[src/rtl/btn_debounce_pulse_if.sv]
// Button conditioning bus: raw button in, debounced level and event pulses out.
// dbg_state mirrors the debouncer FSM state so checkers can observe it directly.
interface btn_debounce_pulse_if;
  logic       i_btn;
  logic       o_level;
  logic       o_press;
  logic       o_release;
  logic       o_long;
  logic [1:0] dbg_state;

  // master drives the raw button and watches the conditioned outputs
  modport master (
    output i_btn,
    input  o_level,
    input  o_press,
    input  o_release,
    input  o_long,
    input  dbg_state
  );

  modport slave (
    input  i_btn,
    output o_level,
    output o_press,
    output o_release,
    output o_long,
    output dbg_state
  );
endinterface

[src/rtl/btn_debounce_pulse.sv]
// Push-button conditioner: 2-flop synchroniser, debounce FSM, registered
// single-cycle press/release pulses and a once-per-press long-press pulse.
module btn_debounce_pulse #(
  parameter int unsigned DEBOUNCE_CYCLES = 1000000,
  parameter int unsigned LONG_CYCLES     = 100000000
) (
  input  logic                 i_clk,
  input  logic                 i_reset,
  btn_debounce_pulse_if.slave  bus
);

  localparam int unsigned CNT_W  = (DEBOUNCE_CYCLES > 2) ? $clog2(DEBOUNCE_CYCLES) : 1;
  localparam int unsigned HOLD_W = (LONG_CYCLES > 2) ? $clog2(LONG_CYCLES) : 1;
  localparam logic [CNT_W-1:0]  CNT_LAST  = CNT_W'(DEBOUNCE_CYCLES - 1);
  localparam logic [HOLD_W-1:0] HOLD_LAST = HOLD_W'(LONG_CYCLES - 1);

  typedef enum logic [1:0] {
    S_LOW  = 2'd0,
    S_RISE = 2'd1,
    S_HIGH = 2'd2,
    S_FALL = 2'd3
  } state_t;

  state_t              state_q;
  logic                sync1_q;
  logic                sync2_q;
  logic [CNT_W-1:0]    cnt_q;
  logic [CNT_W-1:0]    cnt_d;
  logic [HOLD_W-1:0]   hold_q;
  logic [HOLD_W-1:0]   hold_d;
  logic                long_fired_q;
  logic                level_q;
  logic                press_q;
  logic                release_q;
  logic                long_q;
  logic                btn_s;
  logic                release_accept;
  logic                hold_active;

  // i_btn is asynchronous: only sync1_q ever samples it
  always_ff @(posedge i_clk or posedge i_reset) begin
    if (i_reset) begin
      sync1_q <= 1'b0;
      sync2_q <= 1'b0;
    end else begin
      sync1_q <= bus.i_btn;
      sync2_q <= sync1_q;
    end
  end

  assign btn_s  = sync2_q;
  assign cnt_d  = cnt_q + CNT_W'(1);
  assign hold_d = hold_q + HOLD_W'(1);

  assign release_accept = (state_q == S_FALL) && !btn_s && (cnt_q == CNT_LAST);
  // The release edge never also fires o_long, so the two pulses stay exclusive
  assign hold_active = (state_q == S_HIGH) || ((state_q == S_FALL) && !release_accept);

  always_ff @(posedge i_clk or posedge i_reset) begin
    if (i_reset) begin
      state_q      <= S_LOW;
      cnt_q        <= '0;
      hold_q       <= '0;
      long_fired_q <= 1'b0;
      level_q      <= 1'b0;
      press_q      <= 1'b0;
      release_q    <= 1'b0;
      long_q       <= 1'b0;
    end else begin
      press_q   <= 1'b0;
      release_q <= 1'b0;
      long_q    <= 1'b0;

      unique case (state_q)
        S_LOW: begin
          if (btn_s) begin
            state_q <= S_RISE;
            cnt_q   <= '0;
          end
        end
        S_RISE: begin
          if (!btn_s) begin
            state_q <= S_LOW;
            cnt_q   <= '0;
          end else if (cnt_q == CNT_LAST) begin
            state_q      <= S_HIGH;
            level_q      <= 1'b1;
            press_q      <= 1'b1;
            hold_q       <= '0;
            long_fired_q <= 1'b0;
          end else begin
            cnt_q <= cnt_d;
          end
        end
        S_HIGH: begin
          if (!btn_s) begin
            state_q <= S_FALL;
            cnt_q   <= '0;
          end
        end
        S_FALL: begin
          // a bounce back high keeps the press alive and the hold count intact
          if (btn_s) begin
            state_q <= S_HIGH;
          end else if (release_accept) begin
            state_q   <= S_LOW;
            level_q   <= 1'b0;
            release_q <= 1'b1;
          end else begin
            cnt_q <= cnt_d;
          end
        end
        default: state_q <= S_LOW;
      endcase

      if (hold_active && !long_fired_q) begin
        if (hold_q == HOLD_LAST) begin
          long_q       <= 1'b1;
          long_fired_q <= 1'b1;
        end else begin
          hold_q <= hold_d;
        end
      end
    end
  end

  assign bus.o_level   = level_q;
  assign bus.o_press   = press_q;
  assign bus.o_release = release_q;
  assign bus.o_long    = long_q;
  assign bus.dbg_state = state_q;

endmodule
[src/flat_wrapper.sv]
// flat-port wrapper written by rule: the top's interface ports become plain ports
module btn_debounce_pulse_flat 
#(
  parameter int unsigned DEBOUNCE_CYCLES = 1000000,
  parameter int unsigned LONG_CYCLES     = 100000000
)
  (i_clk, i_reset, bus_i_btn, bus_o_level, bus_o_press, bus_o_release, bus_o_long, bus_dbg_state);
  btn_debounce_pulse_if bus_i ();
  input  logic i_clk;
  input  logic i_reset;
  input wire logic [$bits(bus_i.i_btn)-1:0] bus_i_btn;
  output wire logic [$bits(bus_i.o_level)-1:0] bus_o_level;
  output wire logic [$bits(bus_i.o_press)-1:0] bus_o_press;
  output wire logic [$bits(bus_i.o_release)-1:0] bus_o_release;
  output wire logic [$bits(bus_i.o_long)-1:0] bus_o_long;
  output wire logic [$bits(bus_i.dbg_state)-1:0] bus_dbg_state;
  assign bus_i.i_btn = bus_i_btn;
  assign bus_o_level = bus_i.o_level;
  assign bus_o_press = bus_i.o_press;
  assign bus_o_release = bus_i.o_release;
  assign bus_o_long = bus_i.o_long;
  assign bus_dbg_state = bus_i.dbg_state;
  btn_debounce_pulse #(.DEBOUNCE_CYCLES(DEBOUNCE_CYCLES), .LONG_CYCLES(LONG_CYCLES)) u_core (.i_clk(i_clk), .i_reset(i_reset), .bus(bus_i));
endmodule
[config.mk]
export PLATFORM = sky130hd
export DESIGN_NAME = btn_debounce_pulse_flat
export DESIGN_NICKNAME = d
export VERILOG_FILES = /design/src/rtl/btn_debounce_pulse_if.sv /design/src/rtl/btn_debounce_pulse.sv /design/src/flat_wrapper.sv
export SDC_FILE = /design/constraint.sdc
export NUM_CORES = 1
export LEC_CHECK = 0
export ABC_CLOCK_PERIOD_IN_PS = 4600
export CAP_MARGIN = 0
export CORE_MARGIN = 4
export CORE_UTILIZATION = 66
export CTS_CLUSTER_DIAMETER = 40
export DETAILED_ROUTE_END_ITERATION = 12
export PLACE_DENSITY = 0.95
export REMOVE_ABC_BUFFERS = 1
export SETUP_SLACK_MARGIN = 0.05
export SYNTH_ARGS = -nofsm -noshare
export SYNTH_HDL_FRONTEND = slang
export SYNTH_SLANG_ARGS = --single-unit
[constraint.sdc]
create_clock -name i_clk -period 4.6 [get_ports i_clk]
set_input_delay 0.46 -clock i_clk [delete_from_list [all_inputs] [get_ports i_clk]]
set_output_delay 0.46 -clock i_clk [all_outputs]
set_load 0.05 [all_outputs]
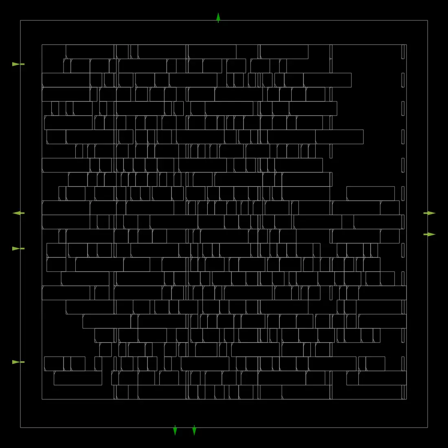
**Above:** cell placement.
fill cell count: 346
Tap Count: 67
Flops: 56

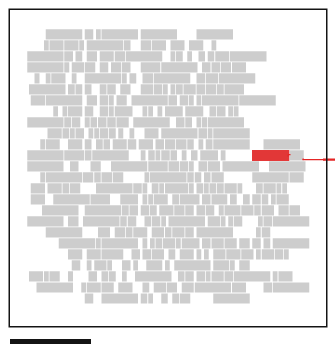
**Above:** wires at chosen ports, followed through buffers.
Bar = 20 um.
`bus_o_release` -> red  # direction output, edge right, end cells 1, buffers 1, wire 6.30 um
I/O pin count: 9
Port Buffer Count: 8

==> impl_metrics.yaml <==
# flow metrics
hold_path:
  min-delay-start: "u_core.sync1_q"
critical_path:
  cp-start-kind: "flip-flop"
  cp_num_cells: 5
  crit_buf_inv: 0
  cp.arrival_ns: 3.33
  crit_path_end: "u_core.hold_q[19]"
run_status:
  status: "finished clean"
pwr:
  clkPwrFrac_pct: 33.9
  p_int_uw: 630.6
  power_uw: 831.0
  power_leader: "registers"
yosys:
  xor_area_share_pct: 1.890
  synthTopLogicFamily: "simple AND/OR/NAND/NOR gates"
  ys_ff: 56
  edf_count: 0
job:
  drv_cap: 0
final_timing:
  tns_ns: 0
clock_tree:
  cts.clk_slew.worst_paths_ns: 0.11
  clk_latency_ns: 0.32
route:
  vias_per_cell: 6.851
global_routing:
  grt_pass1_wl_um: 12670
  grt_max_degree: 57
floorplan:
  fp-utilization_pct: 68.21
layout:
  drive_above_1_share_pct: 6.723
-- per-layer routing --
layer	share of wire [%]	vias to the layer above	track usage (%)
li1	-	1331	-
met5	0	-	0
met2	48	145	39.73
met4	2.1	0	12.41
met3	7.6	24	5.275
met1	42	1405	34.14
-- stage by stage --
step	hold slack, ns	area (um2)	util [%]	std cells
final	0.3657	3456	72.68	424
after global routing	0.3767	3456	72.68	424
after CTS	0.3656	3456	72.68	424
after detailed placement	0.3371	3363	70.74	416
after global placement	0.3318	3363	70.74	416
after floorplan	0.3312	3171	-	338
-- cell type report --
type                    count  area [um2]
clock buffers               6       82.58
clock inverters             2       10.01
fillers                   346        1299
inverters                  10       37.54
multi-input cells         272        1738
flip-flops and latches     56        1401
well taps                  67       83.83
repair buffers             11       102.6
-- layout by cell type, fill, tap and decap left out, drive strengths merged, types with 2 or more instances in the layout --
master / netlist / layout
nand2: 52 / 52
clkinv: 1 / 3
or2: 2 / 2
o31ai: 6 / 6
o2bb2ai: 2 / 2
and4: 3 / 3
nand3b: 2 / 2
nand3: 24 / 24
and3: 6 / 6
o21ai: 11 / 11
nor4: 13 / 13
a211oi: 4 / 4
nand4b: 2 / 2
a311oi: 3 / 3
buf: 5 / 3
nand2b: 5 / 5
nor3: 11 / 11
or4: 10 / 10
ha: 2 / 2
or3: 3 / 3
nor4b: 2 / 2
dfrtp: 56 / 56
inv: 9 / 9
nor2b: 3 / 3
o21a: 3 / 3
nor2: 16 / 16
a21oi: 12 / 12
clkdlybuf4s50: 0 / 8
nand4: 16 / 16
o311ai: 3 / 3
o41ai: 3 / 3
o211ai: 2 / 2
xnor2: 6 / 6
mux2i: 22 / 22
and2: 6 / 6
a31oi: 4 / 4
clkbuf: 10 / 6
-- cell usage after synthesis (3+ instances only) --
| master | n | area, um2 |
|---|---|---|
| a21oi_1 | 12 | 60.06 |
| a311oi_1 | 3 | 26.28 |
| a31oi_1 | 4 | 25.02 |
| and2_1 | 5 | 31.28 |
| and3_1 | 6 | 37.54 |
| and4_1 | 3 | 26.28 |
| clkbuf_1 | 10 | 37.54 |
| dfrtp_1 | 56 | 1401 |
| inv_1 | 9 | 33.78 |
| mux2i_1 | 22 | 220.2 |
| nand2_1 | 52 | 195.2 |
| nand2b_1 | 5 | 31.28 |
| nand3_1 | 24 | 120.1 |
| nand4_1 | 16 | 100.1 |
| nor2_1 | 16 | 60.06 |
| nor2b_1 | 3 | 18.77 |
| nor3_1 | 11 | 55.05 |
| nor4_1 | 12 | 75.07 |
| o21a_1 | 3 | 22.52 |
| o21ai_0 | 7 | 35.03 |
| o311ai_0 | 3 | 26.28 |
| o31ai_1 | 6 | 45.04 |
| o41ai_1 | 3 | 26.28 |
| or3_1 | 3 | 18.77 |
| or4_1 | 8 | 60.06 |
| xnor2_1 | 6 | 52.55 |
-- flip-flops by register name, summed over array words and instances (netlist names), named ones only --
name / count
u_core.hold_q: 27
u_core.bus.o_long: 1
u_core.btn_s: 1
u_core.cnt_q: 20
u_core.bus.o_press: 1
u_core.long_fired_q: 1
u_core.bus.dbg_state: 1
u_core.bus.o_release: 1
u_core.sync1_q: 1
u_core.bus.o_level: 1
Power and IR drop assume default switching activity.
